[src/rtl/mix_add_round_key_stage.sv]
// AES-128 round back end: column-serial MixColumns (skipped in the final round)
// followed by AddRoundKey, with valid/ready handshakes on input and output.
module mix_add_round_key_stage #(
  parameter int COLS_PER_CYCLE = 1
) (
  input  logic         clk,
  input  logic         rst_n,
  input  logic         in_valid,
  output logic         in_ready,
  input  logic [127:0] in,
  input  logic [127:0] round_key,
  input  logic         last_round,
  output logic         out_valid,
  input  logic         out_ready,
  output logic [127:0] out,
  output logic         busy
);

  localparam logic [1:0] S_IDLE = 2'd0;
  localparam logic [1:0] S_COLS = 2'd1;
  localparam logic [1:0] S_HOLD = 2'd2;

  generate
    if (!(COLS_PER_CYCLE == 1 || COLS_PER_CYCLE == 2 || COLS_PER_CYCLE == 4)) begin : g_bad_cols
      $error("mix_add_round_key_stage: COLS_PER_CYCLE must be 1, 2 or 4");
    end
  endgenerate

  function automatic logic [7:0] xtime(input logic [7:0] x);
    return {x[6:0], 1'b0} ^ (x[7] ? 8'h1B : 8'h00);
  endfunction

  function automatic logic [31:0] mix_column(input logic [31:0] a);
    logic [7:0] a0, a1, a2, a3;
    a0 = a[31:24];
    a1 = a[23:16];
    a2 = a[15:8];
    a3 = a[7:0];
    return {xtime(a0) ^ xtime(a1) ^ a1 ^ a2 ^ a3,
            a0 ^ xtime(a1) ^ xtime(a2) ^ a2 ^ a3,
            a0 ^ a1 ^ xtime(a2) ^ xtime(a3) ^ a3,
            xtime(a0) ^ a0 ^ a1 ^ a2 ^ xtime(a3)};
  endfunction

  logic [1:0]   r_state;
  logic [127:0] r_in;
  logic [127:0] r_key;
  logic         r_last;
  logic [1:0]   r_col_cnt;
  logic [31:0]  r_res [4];

  logic [31:0]  w_in_col  [4];
  logic [31:0]  w_key_col [4];
  logic [1:0]   w_idx     [COLS_PER_CYCLE];
  logic [31:0]  w_new     [COLS_PER_CYCLE];
  logic         w_accept;
  logic         w_last_write;

  // Ready is forced low during reset; HOLD can take a new block while handing off the old one.
  assign in_ready     = rst_n && ((r_state == S_IDLE) || ((r_state == S_HOLD) && out_ready));
  assign w_accept     = in_valid && in_ready;
  assign out_valid    = (r_state == S_HOLD);
  assign busy         = (r_state != S_IDLE);
  assign out          = {r_res[0], r_res[1], r_res[2], r_res[3]};
  assign w_last_write = (w_idx[COLS_PER_CYCLE-1] == 2'd3);

  always_comb begin
    for (int c = 0; c < 4; c++) begin
      w_in_col[c]  = r_in[127-32*c -: 32];
      w_key_col[c] = r_key[127-32*c -: 32];
    end
    for (int j = 0; j < COLS_PER_CYCLE; j++) begin
      w_idx[j] = r_col_cnt + 2'(j);
      w_new[j] = (r_last ? w_in_col[w_idx[j]] : mix_column(w_in_col[w_idx[j]]))
                 ^ w_key_col[w_idx[j]];
    end
  end

  // Operands are only sampled on the accepting edge, so the block in flight is isolated from the bus.
  always_ff @(posedge clk or negedge rst_n) begin
    if (!rst_n) begin
      r_in   <= '0;
      r_key  <= '0;
      r_last <= 1'b0;
    end else if (w_accept) begin
      r_in   <= in;
      r_key  <= round_key;
      r_last <= last_round;
    end
  end

  always_ff @(posedge clk or negedge rst_n) begin
    if (!rst_n) begin
      r_state   <= S_IDLE;
      r_col_cnt <= 2'd0;
      for (int c = 0; c < 4; c++) r_res[c] <= '0;
    end else begin
      case (r_state)
        S_IDLE: begin
          if (w_accept) begin
            r_state   <= S_COLS;
            r_col_cnt <= 2'd0;
          end
        end
        S_COLS: begin
          for (int j = 0; j < COLS_PER_CYCLE; j++) r_res[w_idx[j]] <= w_new[j];
          r_col_cnt <= r_col_cnt + 2'(COLS_PER_CYCLE);
          if (w_last_write) r_state <= S_HOLD;
        end
        S_HOLD: begin
          if (out_ready) begin
            r_state   <= w_accept ? S_COLS : S_IDLE;
            r_col_cnt <= 2'd0;
          end
        end
        default: r_state <= S_IDLE;
      endcase
    end
  end

endmodule

[config.mk]
export PLATFORM = sky130hd
export DESIGN_NAME = mix_add_round_key_stage
export DESIGN_NICKNAME = d
export VERILOG_FILES = /design/src/rtl/mix_add_round_key_stage.sv
export SDC_FILE = /design/constraint.sdc
export NUM_CORES = 1
export LEC_CHECK = 0
export CAP_MARGIN = 10
export CORE_UTILIZATION = 35
export DETAILED_ROUTE_END_ITERATION = 8
export PLACE_DENSITY = 0.64
export SETUP_SLACK_MARGIN = 0.15
export SKIP_CTS_REPAIR_TIMING = 1
export SLEW_MARGIN = 20
export SYNTH_ARGS = -nofsm -noshare
export SYNTH_HDL_FRONTEND = slang
export SYNTH_SLANG_ARGS = --single-unit
[constraint.sdc]
create_clock -name clk -period 4.2 [get_ports clk]
set_clock_uncertainty 0.05 [all_clocks]
set_input_delay 0.84 -clock clk [delete_from_list [all_inputs] [get_ports clk]]
set_output_delay 0.84 -clock clk [all_outputs]
set_load 0.1 [all_outputs]
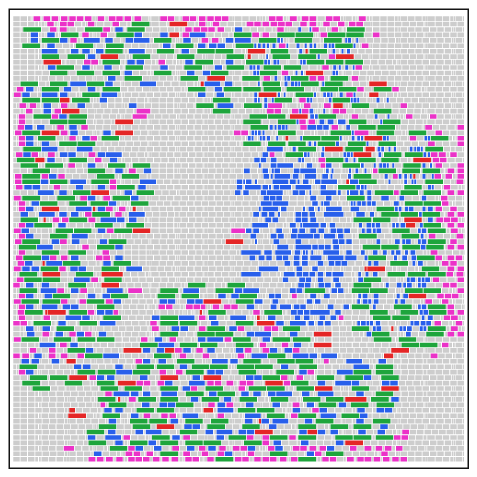
Figure 1: cells coloured by class.
Scale: 2 px per um. Fill, decap, tap and diode cells in grey.
- remaining logic cells: blue (cells 802; share of their area 34%)
- registers: green (cells 389; share of their area 42%)
- clock drivers and dummy loads: red (cells 77; share of their area 6.2%)
- remaining buffers and delay cells: magenta (cells 407; share of their area 18%)
fraction of area in registers: 40.51%
number of core rows: 82
placeable core area: 50380 um2
fin util: 47.75%

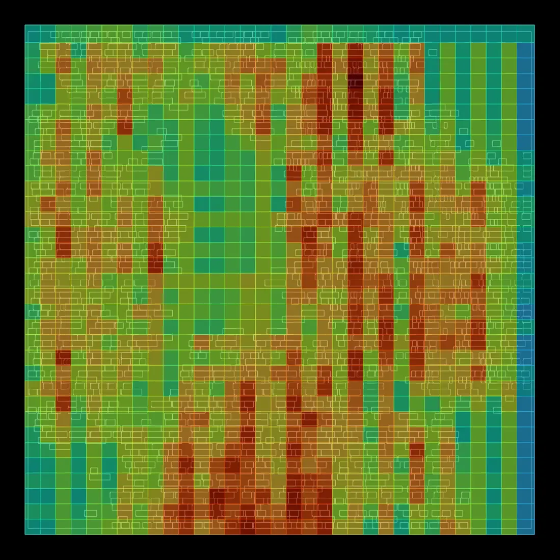
Figure 2: congestion heat map.
GRT met3 Usage: 5.352%
met2 track utilization from global routing: 34.91%
grt met1 use: 26.26%

==> design notes <==
The run finished with clean final reports. The slowest stage cell on the critical path is sky130_fd_sc_hd__clkdlybuf4s50_1.

Across the whole layout, storage elements account for 9743 um2. The top cell type in the final layout, fill and taps aside, is sky130_fd_sc_hd__clkdlybuf4s50_1. Per the Yosys statistics, synthesis produced 1270 cells.

On the worst path, the slowest cell contributes a delay of 1150 ps. The DRC violations left is 0, and the maximum number of pins on one net before global-route repair is 173. For the number of antenna violations at the first check in global routing, the log shows 13. Setup repair after global routing left no endpoint under its margin. The combined area of all synthesized cells came out at 17990 um2.

The critical path goes through nand2b_1 -> inv_1 -> clkdlybuf4s50_1. The routed via count divided by cell count was 5.013; the number of unique standard cell types used by synthesis was 29. The total number of vias was 11810; the global-route wire length before repair was 80810 um. The floorplan die width works out to 228.7 um.

Once the floorplan was initialized, standard cells occupied 35.70% of the core. For this run the detailed placement stage logged an HPWL of 41250 um. Per the post-route antenna check, the number of violating nets is 0. Critical path capture point type: a primary output. The number of clock buffers added by TritonCTS is 43.

For reference, the mux area share after synthesis is 24.23%. The critical path is of the reg2out type. The run gives 33.73% for the area growth from synthesis to final layout. The clock drives 389 sinks.

Per the layout area report, the combinational fraction of cell area is 32.79%. The run gives 0 for the count of maximum capacitance violations. Per the synth log, the flip-flop and latch total comes to 389. Of the total synthesized cell area, the portion taken by full adders, half adders and majority gates is 0.2783%.

According to the hold report, the worst path is of the in2async type. For the pin with the worst max-slew slack, the measured transition is 1097 ps. The clock transition at the register clock pins on the worst setup and hold paths after CTS works out to 60 ps.

Synthesis produced a netlist with a net count of 1535. Counting along the longest clock path gives a buffer depth of 3. met2 is the most crowded layer. The run gives 7888 um2 for the area of combinational cells with multiple inputs. After the first detailed-routing iteration, the DRC count stood at 798.

The logs give 12420 for the number of global-route vias before repair and 389 for the layout sequential cell count. The worst path in the final design needs a cycle of 3313 ps, including I/O delays and setup. In this run the mean area of a mapped cell was 14.16 um2.

Per the layout report, the design carries 68 clock buffers. The cell sitting at the root of the clock tree is a sky130_fd_sc_hd__clkbuf_16. The flow inserted 672 tap cells. The flow reports an fmax of 0.3019 GHz. For this run, the detailed router's first-pass iteration total came to 5.

Largest cell class by area: registers. Checking max transition, the worst relative margin is 26.87%. The global routing report lists combined usage of all routing layers as 21.01%. The logs give 0 ps for the setup total negative slack and 2420 ps for the data arrival time of the critical path. The worst setup path is launched from a flip-flop. The top cell types in the final layout, fill and taps aside, are sky130_fd_sc_hd__clkdlybuf4s50_1, sky130_fd_sc_hd__dfrtp_1, sky130_fd_sc_hd__mux2_2.

TritonCTS built the clock tree. The report shows a maximum critical-path fanout of 6. Measured on the final layout, buffering overhead outside the clock network stands at 17.09%. In the final layout, the fill cell count is 4446. After layout, the worst path uses 78.88% of the clock period. Max-slew check failures listed in the final report amount to 0. Area share of and/or/nand/nor cells after synthesis: 2.616%.

The chip area line in the Yosys stat output reads 17990 um2. Final RePlAce weighted congestion: 0.8447. The source-to-sink clock delay at the later pin of the worst-skew pair was 560 ps; the number of multi-input combinational cells in the layout was 797. The post-route netlist has 27.10% of its cells at a drive strength greater than 1.

The count of input and output buffers was 391. Dividing the detail-routed wire length by the instance count gives 23.18 um. The total I/O pin count was 392. The final timing report counts setup violations totalling 0. Synthesis produced 1270 cells. The H-tree was split into 2 levels. Counting the warning lines in the Yosys log gives 0.

With the overall routed net length at 54590 um, the total grt overflow is 0. Warnings raised by the tools during the run amount to 35.
## metrics by stage
step | instance area, um2 | setup WS, ps | hold slack, ps | cells
detailed placement | 22600 | 887.6 | 425.8 | 2270
global route | 24050 | 767.8 | 37.28 | 2355
global placement | 22600 | 924.2 | 421.1 | 2270
finish | 24050 | 887.2 | 51.02 | 2355
CTS | 24030 | 852.0 | 27.17 | 2347
floorplan | 17990 | 724.8 | 423.9 | 1270
## sequential cells by signal (all words and copies together) (netlist names)
| name | count |
|---|---|
| out | 128 |
| r_col_cnt | 2 |
| r_in | 128 |
| r_key | 128 |
| r_last | 1 |
| r_state | 2 |
## cell usage after synthesis
master | n | share of area [%]
sky130_fd_sc_hd__xnor2_4 | 5 | 0.77
sky130_fd_sc_hd__xor2_1 | 27 | 1.3
sky130_fd_sc_hd__mux2_2 | 259 | 16
sky130_fd_sc_hd__xnor3_1 | 20 | 2.5
sky130_fd_sc_hd__o21ai_1 | 128 | 3.6
sky130_fd_sc_hd__buf_12 | 1 | 0.11
sky130_fd_sc_hd__and3_1 | 4 | 0.14
sky130_fd_sc_hd__buf_4 | 2 | 0.083
sky130_fd_sc_hd__or2_2 | 4 | 0.14
sky130_fd_sc_hd__nor2_1 | 1 | 0.021
sky130_fd_sc_hd__nor3b_1 | 1 | 0.042
sky130_fd_sc_hd__a22o_1 | 2 | 0.097
sky130_fd_sc_hd__clkbuf_1 | 56 | 1.2
sky130_fd_sc_hd__inv_1 | 5 | 0.10
sky130_fd_sc_hd__ha_1 | 4 | 0.28
sky130_fd_sc_hd__nand2_1 | 104 | 2.2
sky130_fd_sc_hd__xnor2_1 | 91 | 4.4
sky130_fd_sc_hd__nand2b_1 | 1 | 0.035
sky130_fd_sc_hd__buf_6 | 5 | 0.31
sky130_fd_sc_hd__dfrtp_1 | 389 | 54
sky130_fd_sc_hd__buf_1 | 7 | 0.15
sky130_fd_sc_hd__xnor2_2 | 10 | 0.90
sky130_fd_sc_hd__a22oi_1 | 48 | 2.0
sky130_fd_sc_hd__o21ai_2 | 19 | 0.93
sky130_fd_sc_hd__buf_2 | 8 | 0.22
sky130_fd_sc_hd__o21ai_0 | 2 | 0.056
sky130_fd_sc_hd__nor2b_1 | 2 | 0.070
sky130_fd_sc_hd__mux4_2 | 64 | 8.0
sky130_fd_sc_hd__a21o_1 | 1 | 0.042
## worst paths after layout
check,start,to,slack [ps],cells past startpoint
max,r_state[0],out_valid,890,3
min,rst_n,r_in[36],50,1
max reg2reg,r_col_cnt[0],out[24],950,6
min reg2reg,out[120],out[120],430,2
max in group asynchronous,rst_n,r_in[99],2750,2
min in group clk,out[120],out[120],430,2
## critical path, delay by kind of cell, from the launching register on
family | cells | cell delay, ps
simple gates | 1 | 190
flops | 1 | 450
buf+inv | 2 | 1220
## metal layers
metal  part of all wire (%)  up-vias
met2                     49      364
met3                    6.5       90
met1                     41     6007
met4                    3.2       10
met5                   0.11        -
li1                       -     5334
